==> images/clock_wires.png <==
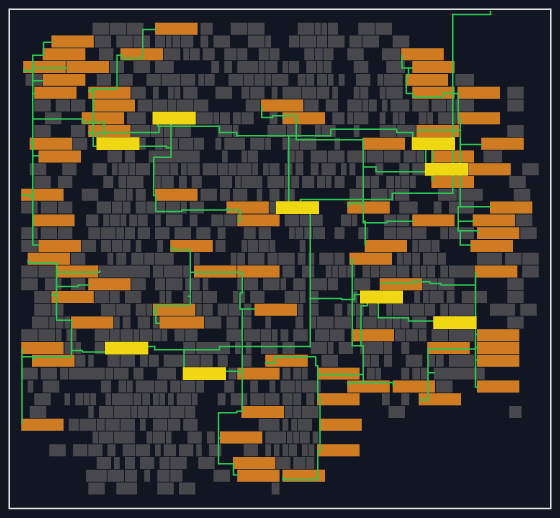
==> images/placed.png <==
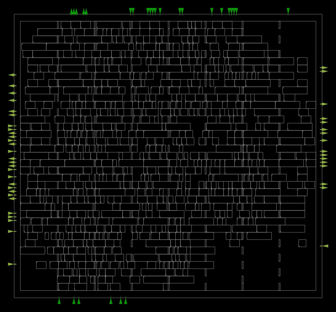
==> images/floorplan.png <==
Pins as bars on the die edge. Tap cells in grey.
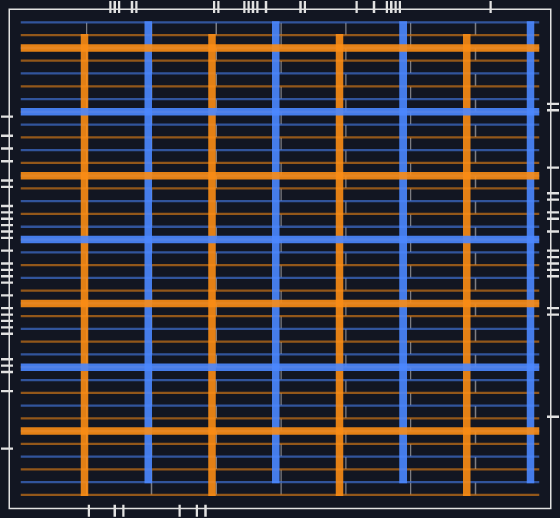
==> images/class_map.png <==
The bar under the picture is 20 um long. Fill, decap, tap and diode cells in grey.
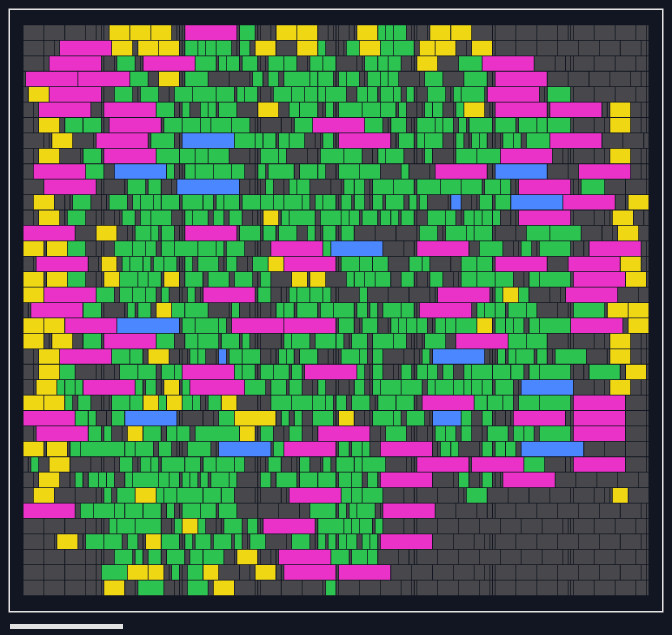
`src/rtl/fp_pkg.sv`:
```
`default_nettype none
// ============================================================================
//  Module      : fp_pkg
//  Description : Shared FP32 field layout, integer limits and FSM state type
//                for the iterative FP32 -> int32 converter.
//  Revision    : 1.0 - initial release
// ============================================================================
package fp_pkg;

    // FP32 field layout: sign[31], exp[30:23], mantissa[22:0]
    localparam int FP_W   = 32;
    localparam int EXP_W  = 8;
    localparam int MANT_W = 23;

    localparam logic [EXP_W-1:0] BIAS       = 8'd127;
    // Unbiased exponent at which the mantissa point already sits at bit 0
    localparam logic [EXP_W-1:0] MANT_POINT = 8'd23;
    // Biased exponent of 2^31: anything at or above cannot fit in int32
    localparam logic [EXP_W-1:0] EXP_SAT    = 8'd158;

    localparam logic [31:0] INT32_MAX     = 32'h7FFF_FFFF;
    localparam logic [31:0] INT32_MIN     = 32'h8000_0000;
    // -2^31 is the only exp>=158 value that is exactly representable
    localparam logic [31:0] FP32_NEG_2P31 = 32'hCF00_0000;

    typedef enum logic [1:0] {
        IDLE  = 2'd0,
        SHIFT = 2'd1,
        DONE  = 2'd2
    } fsm_state_t;

    // Two's-complement negate when neg is set
    function automatic logic [31:0] apply_sign(input logic neg, input logic [31:0] mag);
        return neg ? (~mag + 32'd1) : mag;
    endfunction

endpackage
`default_nettype wire

```
`src/rtl/fp2int_iter.sv`:
```
`default_nettype none
// ============================================================================
//  Module      : fp2int_iter
//  Description : FP32 -> signed int32 converter, truncating toward zero.
//                The mantissa is aligned by an iterative one-bit-per-cycle
//                shifter, so latency depends on the operand exponent
//                (1 .. 24 cycles).
//  Ports       : clk       - clock
//                reset     - asynchronous reset, active low
//                in_valid  - reg_A holds an operand
//                in_ready  - operand accepted this cycle (IDLE only)
//                reg_A     - FP32 operand
//                out_valid - out/ovf valid (DONE state)
//                out_ready - consumer takes the result
//                out       - signed integer result
//                ovf       - result saturated
//  Revision    : 1.0 - initial release
// ============================================================================
module fp2int_iter
    import fp_pkg::*;
#(
    parameter int OUT_W = 32    // only 32 is supported
) (
    input  logic             clk,
    input  logic             reset,
    input  logic             in_valid,
    output logic             in_ready,
    input  logic [FP_W-1:0]  reg_A,
    output logic             out_valid,
    input  logic             out_ready,
    output logic [OUT_W-1:0] out,
    output logic             ovf
);

    fsm_state_t       r_state;
    fsm_state_t       w_state_next;

    logic             r_started;   // keeps in_ready low until the first edge after reset
    logic [OUT_W-1:0] r_mag;
    logic [EXP_W-1:0] r_cnt;
    logic             r_left;
    logic             r_sign;
    logic [OUT_W-1:0] r_out;
    logic             r_ovf;

    logic             w_sign;
    logic [EXP_W-1:0] w_exp;
    logic [MANT_W-1:0] w_mant;
    logic             w_accept;
    logic             w_below;
    logic             w_sat;
    logic [EXP_W-1:0] w_e;
    logic             w_left;
    logic [EXP_W-1:0] w_shamt;
    logic             w_direct;
    logic [OUT_W-1:0] w_mag_load;
    logic [OUT_W-1:0] w_mag_shift;
    logic             w_last;

    // ------------------------------------------------------------------
    // Operand decode
    // ------------------------------------------------------------------
    assign w_sign     = reg_A[FP_W-1];
    assign w_exp      = reg_A[FP_W-2 -: EXP_W];
    assign w_mant     = reg_A[MANT_W-1:0];
    assign w_mag_load = {{(OUT_W-MANT_W-1){1'b0}}, 1'b1, w_mant};

    assign w_below    = (w_exp < BIAS);      // |x| < 1 truncates to 0
    assign w_sat      = (w_exp >= EXP_SAT);  // |x| >= 2^31, includes Inf/NaN
    // Unbiased exponent; only meaningful when neither w_below nor w_sat
    assign w_e        = w_exp - BIAS;
    assign w_left     = (w_e >= MANT_POINT);
    assign w_shamt    = w_left ? (w_e - MANT_POINT) : (MANT_POINT - w_e);
    // Results that need no shifting complete on the acceptance edge
    assign w_direct   = w_below | w_sat | (w_shamt == '0);

    assign w_accept   = in_valid & in_ready;

    // ------------------------------------------------------------------
    // Single-bit shifter step
    // ------------------------------------------------------------------
    assign w_mag_shift = r_left ? {r_mag[OUT_W-2:0], 1'b0} : {1'b0, r_mag[OUT_W-1:1]};
    assign w_last      = (r_cnt == 8'd1);

    // ------------------------------------------------------------------
    // FSM
    // ------------------------------------------------------------------
    always_ff @(posedge clk or negedge reset) begin
        if (!reset) begin
            r_state <= IDLE;
        end else begin
            r_state <= w_state_next;
        end
    end

    always_comb begin
        w_state_next = r_state;
        case (r_state)
            IDLE: begin
                if (w_accept) begin
                    w_state_next = w_direct ? DONE : SHIFT;
                end
            end
            SHIFT: begin
                if (w_last) begin
                    w_state_next = DONE;
                end
            end
            DONE: begin
                if (out_ready) begin
                    w_state_next = IDLE;
                end
            end
            default: w_state_next = IDLE;
        endcase
    end

    // ------------------------------------------------------------------
    // Datapath
    // ------------------------------------------------------------------
    always_ff @(posedge clk or negedge reset) begin
        if (!reset) begin
            r_started <= 1'b0;
            r_mag     <= '0;
            r_cnt     <= '0;
            r_left    <= 1'b0;
            r_sign    <= 1'b0;
            r_out     <= '0;
            r_ovf     <= 1'b0;
        end else begin
            r_started <= 1'b1;
            case (r_state)
                IDLE: begin
                    if (w_accept) begin
                        r_sign <= w_sign;
                        r_left <= w_left;
                        r_cnt  <= w_shamt;
                        r_mag  <= w_mag_load;
                        if (w_below) begin
                            r_out <= '0;
                            r_ovf <= 1'b0;
                        end else if (w_sat) begin
                            if (reg_A == FP32_NEG_2P31) begin
                                r_out <= INT32_MIN;
                                r_ovf <= 1'b0;
                            end else begin
                                r_out <= w_sign ? INT32_MIN : INT32_MAX;
                                r_ovf <= 1'b1;
                            end
                        end else if (w_shamt == '0) begin
                            r_out <= apply_sign(w_sign, w_mag_load);
                            r_ovf <= 1'b0;
                        end
                    end
                end
                SHIFT: begin
                    r_mag <= w_mag_shift;
                    r_cnt <= r_cnt - 8'd1;
                    // Final step: register the freshly shifted magnitude directly
                    if (w_last) begin
                        r_out <= apply_sign(r_sign, w_mag_shift);
                        r_ovf <= 1'b0;
                    end
                end
                default: ;
            endcase
        end
    end

    assign in_ready  = r_started & (r_state == IDLE);
    assign out_valid = (r_state == DONE);
    assign out       = r_out;
    assign ovf       = r_ovf;

endmodule
`default_nettype wire

```
`config.mk`:
```
export PLATFORM = sky130hd
export DESIGN_NAME = fp2int_iter
export DESIGN_NICKNAME = d
export VERILOG_FILES = /design/src/rtl/fp_pkg.sv /design/src/rtl/fp2int_iter.sv
export SDC_FILE = /design/constraint.sdc
export NUM_CORES = 1
export LEC_CHECK = 0
export CORE_AREA = 2 2 113 104
export CTS_CLUSTER_SIZE = 25
export DETAILED_ROUTE_END_ITERATION = 6
export DIE_AREA = 0 0 115 106
export PLACE_DENSITY = 0.84
export SYNTH_ARGS = -nofsm -noshare
export SYNTH_HDL_FRONTEND = slang
export SYNTH_SLANG_ARGS = --single-unit
```
`constraint.sdc`:
```
create_clock -name clk -period 4.1 [get_ports clk]
set_clock_uncertainty 0.05 [all_clocks]
set_input_delay 0.615 -clock clk [delete_from_list [all_inputs] [get_ports clk]]
set_output_delay 0.615 -clock clk [all_outputs]
set_load 0.02 [all_outputs]
```
==> flow_metrics.py <==
# Synthesis and PnR figures
metrics = {
    "routing": {
        "vias_per_cell": 6.57,
    },
    "logic_synthesis": {
        "logic_family": "AND-OR/OR-AND gates",
        "ys_chip_area_um2": 5960,
        "ys_sh_mux": 0.104,
        "synth_top_area_share": 0.327,
        "most_common_cell": "dfrtp_1",
        "top_cells_by_count": "dfrtp_1 (78), nand2_1 (68), nor2_1 (58), o21ai_0 (49), mux2i_1 (39)",
        "synth-seq-cells": 78,
        "top_cells_by_area": "dfrtp_1 (33%), mux2i_1 (6.5%), nand2_1 (4.3%)",
        "ys_cells": 690,
    },
    "cts": {
        "ctsHtreeMaxLevel": 3,
        "cts_sinks": 78,
        "path_clk_slew_ns": 0.06,
    },
    "final_timing": {
        "rsz0062_at_grt": "no",
        "fin_setup_tns_ns": 0,
        "finalWorstSetupSlack_ns": 0.315,
        "final-setup-viol-count": 0,
        "hold_viol": 0,
    },
    "finish": {
        "n_all_inverters": 14,
        "logic_area_um2": 3760,
        "dominant-cell-class": "logic gates",
        "layout-drive-gt1-share": 0.112,
        "clockNetworkAreaShare": 0.0472,
        "logic_gate_count": 549,
    },
    "global_routing": {
        "grtUsageMet3": 0.0832,
        "grt_pass1_wl_um": 27600,
        "use_met2": 0.420,
        "grt_pass1_vias": 5452,
    },
    "pwr": {
        "power_uw": 5130,
        "pg_seq_uw": 1520,
        "p_leak_uw": 0.00288,
        "pwr-share-comb": 0.524,
        "power_density_nw_per_um2": 717,
    },
    "run_status": {
        "status": "finished clean",
    },
    "setup_path": {
        "cp_max_fo": 34,
        "r2r_setup_slack_ns": 0.82,
        "required_ns": 4.28,
    },
    "placed_design": {
        "placed_area_um2": 6820,
        "numPlacedInstances": 870,
    },
    "flow_run": {
        "warnings": 29,
    },
}
## Picture notes: clock_wires.png
legend:
  clock-net drivers:
    colour: yellow
    count: 9
  flip-flops:
    colour: orange
    count: 78
  clock wires:
    colour: green
    length: 1070 um
flops lie: all over the die
Clk power: 921 uW
clock power share: 0.179
clk ins delay skew pair: 0.34 ns

## Picture notes: placed.png
sequential share of cell area: 0.273
well tap count: 136
flip-flop and latch count: 78
final non-filler cell total: 885
Core ar.: 11100 um2

## Picture notes: floorplan.png
legend:
  VSS:
    colour: orange
  VDD:
    colour: blue
met4 straps: 8
signal pins: 71
met5 straps: 7
tap cells: 136
met1 rails: 38
Die Height: 106 um
peak supply drop: 0.539 mV
Die Span X: 115 um

## Picture notes: class_map.png
legend:
  clock drivers and dummy loads:
    colour: blue
    cells: 15
  registers:
    colour: magenta
    cells: 78
  remaining logic cells:
    colour: green
    cells: 563
  remaining buffers and delay cells:
    colour: yellow
    cells: 93
Final Cell Area: 7150 um2
std cell rows: 37
final core utilization: 0.644

No activity file was given, so power comes from the tool's default toggle rates.
